==> images/placed.png <==
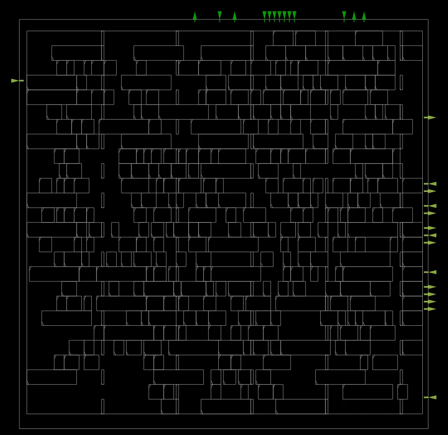
==> images/gates.png <==
The bar under the picture is 20 um long.
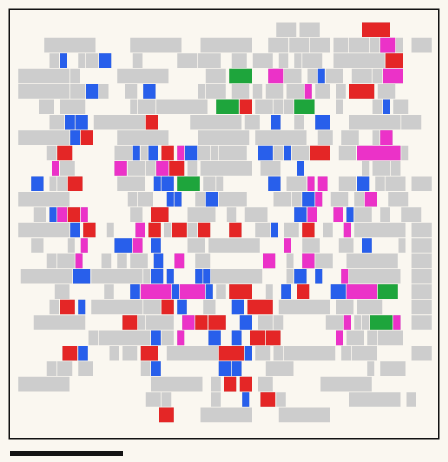
==> images/clock_wires.png <==
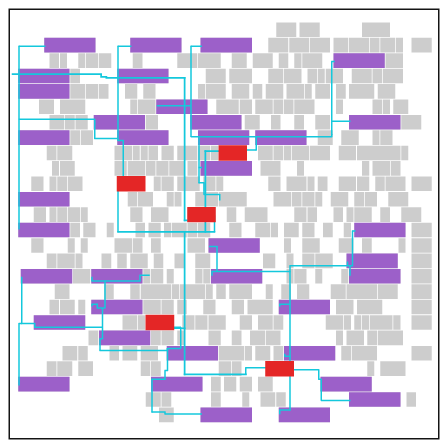
==> images/closeup.png <==
The bar under the picture is 10 um long. Window x 25 to 50, y 10 to 35 um. Cells in gray, sequential cells in the stronger gray; small squares are vias.
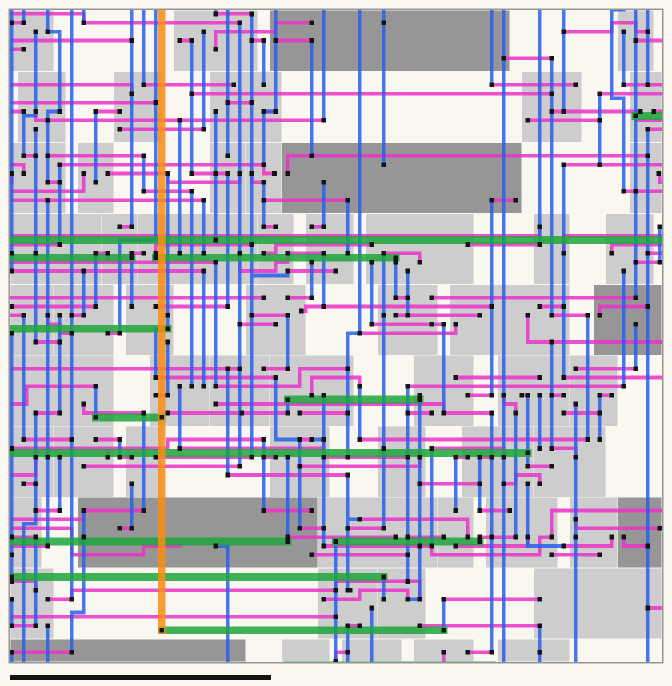
==> images/route_heat.png <==
15 x 15 tiles, from black (low) to pale yellow (high), scaled to the fullest tile. Values are wire area over tile area, all layers added.
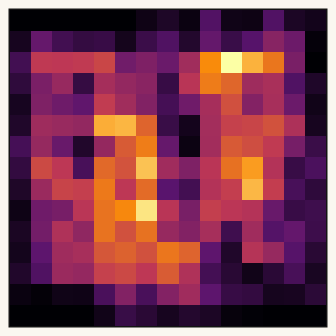
==> config.mk <==
export PLATFORM = sky130hd
export DESIGN_NAME = crono_ctrl
export DESIGN_NICKNAME = d
export VERILOG_FILES = /design/src/rtl/crono_ctrl_pkg.sv /design/src/rtl/crono_ctrl_bcd_digit.sv /design/src/rtl/crono_ctrl.sv
export SDC_FILE = /design/constraint.sdc
export NUM_CORES = 1
export LEC_CHECK = 0
export CORE_UTILIZATION = 50
export CTS_CLUSTER_SIZE = 14
export DETAILED_ROUTE_END_ITERATION = 16
export GPL_ROUTABILITY_DRIVEN = 0
export GPL_TIMING_DRIVEN = 0
export MAX_ROUTING_LAYER = met4
export PLACE_DENSITY = 0.72
export SYNTH_ARGS = -nofsm -noshare
export SYNTH_HDL_FRONTEND = slang
export SYNTH_SLANG_ARGS = --single-unit
==> constraint.sdc <==
create_clock -name clk -period 6.1 [get_ports clk]
set_input_delay 1.22 -clock clk [delete_from_list [all_inputs] [get_ports clk]]
set_output_delay 1.22 -clock clk [all_outputs]
set_load 0.02 [all_outputs]
==> results_dict.tcl <==
# yosys + openroad results
set metrics [dict create \
    slew_headroom_pct 43.5 \
    yosys.area.top_type_share_pct 34.2 \
    crit_type "in -> reg" \
    htreeDepth 2 \
    critPathTopFamily "buffers and inverters" \
    cts_setup_buffers 0 \
    worst_hold_slack_ns 0.513 \
    yosysChipArea_um2 2710 \
    synth_flops 37 \
    die_y_um 75.6 \
    startpoint_type "input port" \
    antenna_found_initial 0 \
    reg2reg_slack_ns 3.48 \
    grt_pass1_vias 2414 \
    fin_area_um2 3150 \
    core_region_area_um2 5170 \
    finalCriticalPeriod_ns 3.14 \
    grt_max_degree 38 \
    finalClockPeriodUsage_pct 51.5 \
    hpwlAfterDp_mm 5.25 \
    ys_seq_share_pct 34.2 \
    max_freq_mhz 318 \
    dp_slack_ns 2.69 \
    critPathMaxStageDelay_ns 0.42 \
    powerDensity_nw_per_um2 186 \
    synthToLayoutAreaGrowth_pct 16.2 \
    cts-resized-gates 0 \
    path_clk_slew_ns 0.07 \
    ys_types 67 \
    cp.depth 8 \
    flop_cell "dfrtp_1" \
    syn-cell-area_um2 2710 \
    warnings 29 \
    fin_setup_tns_ns 0 \
    dp.cells 411 \
    cts_tree "built" \
    reg2regPathDepth 9 \
    ys_cells 314 \
    holdPathStages 1 \
    status "finished clean" \
    path_common_cell "a21oi_1" \
    drtAntennaViolNets 0 \
    largest_register_ffs 26 \
    initCoreUtil_pct 52.3 \
    cts_root_buf "clkbuf_8" \
    async_flop_share_pct 100 \
    io_buffer_count 27 \
    netlist_instances 314 \
    top_cell "dfrtp_1" \
    rsz0062_at_grt "false" \
    yosysTopAreaCell "dfrtp_1" \
    synth-edff-count 0 \
    dpl_cell_area_um2 3060 \
    cp_cell_sequence "clkdlybuf4s50_1 > mux2i_1 > and3_1 > clkbuf_1 > buf_2 > buf_1 > a21oi_1 > a21oi_1" \
    seq_area_um2 926 \
    final_cell_mix "dfrtp_1 (37), a21oi_1 (30), clkdlybuf4s50_1 (26)" \
    worst_slew_pin_slew_ns 0.847 \
    timing.final.ws_setup_ns 2.96 \
    dieWidth_um 75.6 \
    vdd_drop_max_uv 120 \
    p_leak_nw 1.14 \
    end_kind "flop" \
    logic_area_um2 1640 \
    crit_buf_inv 4 \
    cp_slowest_cell "clkdlybuf4s50_1" \
]
Back to the opening pictures, placed.png:
Post-Layout Cell Count: 418
Seq/total area: 29.4%
Well-Tap Cells: 70
Final Util: 60.8%
seq_cells: 37

Back to the opening pictures, gates.png:
[nor cells] magenta | cells: 36 | most used: nor2_1
[and/or cells] red | cells: 36 | most used: or4_1
[nand cells] blue | cells: 60 | most used: nand2_1
[mux cells] green | cells: 6 | most used: mux2_2
logic share of the area: 52.1%
most frequent logic cell in the layout: dfrtp_1

Back to the opening pictures, clock_wires.png:
[flip-flops] purple | count: 37
[clock wires] cyan | length: 524 um
[clock-net drivers] red | count: 5
flops lie: all over the die
routed clock nets: 6
Clock Power: 0.175 mW
clk_lat worst skew: 0.29 ns
Clock power frac: 30.0%
Worst Clk Skew: 0.00820 ns

Back to the opening pictures, closeup.png:
[M1] magenta
[M4] orange
[M2] blue
[M3] green
most frequent: nand3_1 (8), nand2_1 (6), nand4_1 (5)
cells with their middle in the window: 52
sequential cells in the window: 3

Back to the opening pictures, route_heat.png:
emptiest ninth of the die: bottom right
mean over tiles: 0.20
nearly empty tiles: 8.0%
tiles over half the peak: 23%
fullest tile: 0.63
densest ninth of the die: middle
drt wl/cell: 17.2 um
total track usage: 27.8%
via count: 2714
Detailed Route WL: 7.18 mm

[routing by layer]
metal	vias to the layer above	part of all wire, %	GRT usage, %	wire [um]
met1	1321	43	35.0	3080
met3	11	5.8	5.69	416
met5	-	0	-	0
met4	0	1.3	9.67	91
met2	89	50	44.4	3590
li1	1293	-	-	-
[power by group]
group | internal, mW | switching (mW) | leakage (nW) | total, mW
Clock | 0.0897 | 0.0854 | 0.0443 | 0.175
Combinational | 0.0611 | 0.0865 | 0.587 | 0.148
Sequential | 0.253 | 0.00835 | 0.509 | 0.261
Total | 0.403 | 0.180 | 1.14 | 0.584
[final cells by class]
cell class,instances,share of cell area [%]
clock buffer,7,2.74
timing repair buffer,27,8.43
multi-input combinational,245,52.1
buffer,19,2.94
sequential,37,29.4
tap,70,2.78
inverter,13,1.55
[kinds of logic (layout without fill, tap and decap cells)]
logic type      Yosys count  count (layout)  share of synthesized area (%)
xor+xnor                  3               3                          0.971
compound gates           99              99                           24.6
buf+inv                  32              66                           5.22
mux                       6               6                           2.40
flops                    37              37                           34.2
fa+ha+maj                 5               5                           2.31
simple gates            132             132                           30.3
Power is estimated from default activity; no workload was simulated.
